**src/rtl/block_ce.sv**
```systemverilog
// block_ce: frame-level rate-1/2, K=3 convolutional encoder.
// An 8-bit word is captured on a start strobe and encoded MSB first.
// The encoder state is zeroed at the start of every frame.
// The resulting 2-bit symbols are packed into one codeword.
// The codeword is published in a single update together with a one-cycle o_valid pulse.
//
// Handshake: i_start is a request that is honoured only while idle (dbg_state=0).
// There is no back-pressure. o_valid is a one-cycle pulse and cannot be stalled,
// so a consumer must take o_data in the cycle o_valid is high. o_data keeps its
// value afterwards until the next frame completes.
module block_ce #(
  parameter int           SIZE_IN  = 8,
  parameter int           SIZE_OUT = 16,
  parameter logic [2:0]   G0       = 3'b111,
  parameter logic [2:0]   G1       = 3'b101
) (
  input  logic                i_clk,
  input  logic                i_rst_n,
  input  logic                i_start,
  input  logic [SIZE_IN-1:0]  i_data,
  output logic [SIZE_OUT-1:0] o_data,
  output logic                o_valid,
  output logic                o_busy,
  output logic                dbg_state
);

  // The codeword carries exactly two symbol bits per data bit.
  if (SIZE_OUT != 2 * SIZE_IN) begin : g_bad_size
    $error("block_ce: SIZE_OUT must equal 2*SIZE_IN");
  end

  localparam int CW = $clog2(SIZE_IN) + 1;
  localparam logic [CW-1:0] LAST = CW'(SIZE_IN - 1);

  typedef enum logic {
    IDLE = 1'b0,
    ENC  = 1'b1
  } state_t;

  state_t              state;
  logic [SIZE_IN-1:0]  data_q;   // latched word, shifted left so the MSB is the next bit
  logic                s1;       // previous input bit
  logic                s2;       // input bit before s1
  logic [CW-1:0]       cnt;      // bits consumed so far in this frame
  logic [SIZE_OUT-3:0] acc;      // symbols of the frame, excluding the last one

  logic       b;
  logic [2:0] taps;
  logic       g0;
  logic       g1;

  assign dbg_state = (state == ENC);

  // Encoder taps for the bit being consumed this cycle.
  always_comb begin
    b    = data_q[SIZE_IN-1];
    taps = {b, s1, s2};
    g0   = ^(taps & G0);
    g1   = ^(taps & G1);
  end

  // Frame FSM. All outputs are registered. The final symbol joins the
  // accumulator on its way into o_data, so o_data is updated in a single step.
  always_ff @(posedge i_clk or negedge i_rst_n) begin
    if (!i_rst_n) begin
      state   <= IDLE;
      data_q  <= '0;
      s1      <= 1'b0;
      s2      <= 1'b0;
      cnt     <= '0;
      acc     <= '0;
      o_data  <= '0;
      o_valid <= 1'b0;
      o_busy  <= 1'b0;
    end else begin
      o_valid <= 1'b0;
      case (state)
        IDLE: begin
          if (i_start) begin
            data_q <= i_data;
            s1     <= 1'b0;
            s2     <= 1'b0;
            cnt    <= '0;
            acc    <= '0;
            o_busy <= 1'b1;
            state  <= ENC;
          end
        end
        ENC: begin
          data_q <= {data_q[SIZE_IN-2:0], 1'b0};
          s2     <= s1;
          s1     <= b;
          cnt    <= cnt + CW'(1);
          acc    <= {acc[SIZE_OUT-5:0], g0, g1};
          if (cnt == LAST) begin
            o_data  <= {acc, g0, g1};
            o_valid <= 1'b1;
            o_busy  <= 1'b0;
            state   <= IDLE;
          end
        end
        default: state <= IDLE;
      endcase
    end
  end

endmodule

```
**config.mk**
```make
export PLATFORM = sky130hd
export DESIGN_NAME = block_ce
export DESIGN_NICKNAME = d
export VERILOG_FILES = /design/src/rtl/block_ce.sv
export SDC_FILE = /design/constraint.sdc
export NUM_CORES = 1
export LEC_CHECK = 0
export ABC_AREA = 1
export CORE_MARGIN = 1
export CORE_UTILIZATION = 50
export DETAILED_ROUTE_END_ITERATION = 10
export PLACE_DENSITY = 0.86
export SETUP_SLACK_MARGIN = 0.2
export SLEW_MARGIN = 10
export SYNTH_ARGS = -nofsm -noshare
export SYNTH_HDL_FRONTEND = slang
export SYNTH_SLANG_ARGS = --single-unit
```
**constraint.sdc**
```tcl
create_clock -name i_clk -period 1.6 [get_ports i_clk]
set_clock_uncertainty 0.05 [all_clocks]
set_input_delay 0.16 -clock i_clk [delete_from_list [all_inputs] [get_ports i_clk]]
set_output_delay 0.16 -clock i_clk [all_outputs]
set_load 0.02 [all_outputs]
```
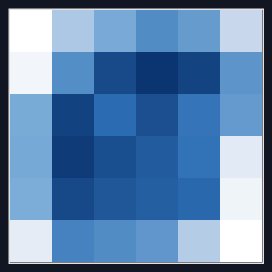
**Above:** placement density heat map.
Scale: 4 px per µm. 6 x 6 tiles, from white (low) to dark blue (high), 0 to 100% covered.
emptiest ninth of the die = north-west
mean over tiles = 58%
nearly empty tiles = 5.6%
tiles over 75% full = 36%
fullest tile = 98%
fp util: 0.5382
Layout Utilization: 0.6829
total core area: 3468 µm²

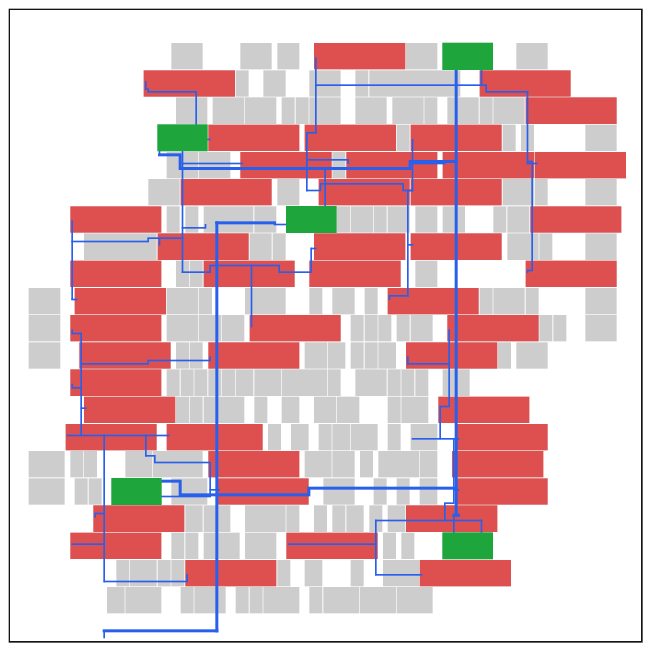
**Above:** routed clock nets over the placement.
Scale: 10 px per µm.
cells driving clock nets -> green  # count 5
flip-flops -> red  # count 47
clock wires -> blue  # length 510 µm
routed clock nets = 6
flops lie = spread over the die

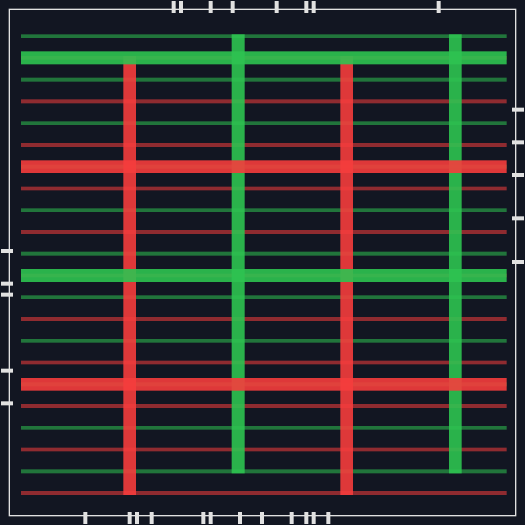
**Above:** power grid.
Scale: 8 px per µm. Pins as bars on the die edge.
VSS -> red
VDD -> green
signal pins = 30
met1 rails = 22
met4 straps = 4
met5 straps = 4

-- sequential cells by signal, indices dropped and copies added, names as in the netlist --
| register | flops |
|---|---|
| acc | 14 |
| cnt | 4 |
| data_q | 8 |
| dbg_state | 1 |
| o_busy | 1 |
| o_data | 16 |
| o_valid | 1 |
| s1 | 1 |
| s2 | 1 |
-- stage by stage --
step / total power [mW] / cell area [µm²] / instances / worst slack [ns]
finish: 4.628 / 2369 / 270 / 0.2240
global route: 4.936 / 2369 / 270 / 0.1582
CTS: 4.473 / 2298 / 266 / 0.2086
detailed placement: 3.813 / 2206 / 257 / 0.1797
global placement: 3.750 / 2206 / 257 / 0.2525
floorplan: 3.127 / 1867 / 184 / 0.3595
==> impl_metrics.py <==
# Flow results
metrics = {
    "die": {
        "num_rows": 21,
        "dieWidth_um": 63.11,
        "io_pins": 30,
    },
    "run_status": {
        "outcome": "finished clean",
    },
    "global_route": {
        "track_usage": 0.2041,
        "grt_max_degree": 48,
    },
    "route": {
        "routedLengthMet1_um": 1671,
        "detail-route-antenna-nets": 0,
        "routed.top_layer": "met4",
    },
    "setup_path": {
        "worstSetupPathDepth": 7,
        "crit_slowest_cell": "dfrtp_1",
        "crit_chain": "ha_1, nand2_2, nor2_4, nand2_4, buf_12, nand2_1, o21ai_2",
        "crit_type": "reg -> reg",
    },
    "power": {
        "p_switching_mw": 1.826,
        "power_density_nw_per_um2": 1954,
    },
    "clock_tree": {
        "numCtsBuffers": 5,
        "htreeDepth": 2,
    },
    "timing": {
        "hold_slack_ns": 0.3323,
        "setup_tns_ns": 0,
        "timing.slew.headroom": 0.6271,
        "slew_viol_final": 0,
    },
    "finish": {
        "lay_top_cells": "nand2_1, dfrtp_1, inv_1, dlygate4sd2_1",
        "signal_buffers": 38,
        "layout_top_cell": "nand2_1",
        "dominant_cells": "registers",
    },
    "synth": {
        "synth-seq-area-share": 0.6300,
    },
    "worst_hold_path": {
        "whs_endpoint": "data_q[0]$_DFFE_PN0P_",
    },
    "placed_design": {
        "detailed_place_hpwl_um": 2310,
    },
}
Power is estimated from default activity; no workload was simulated.
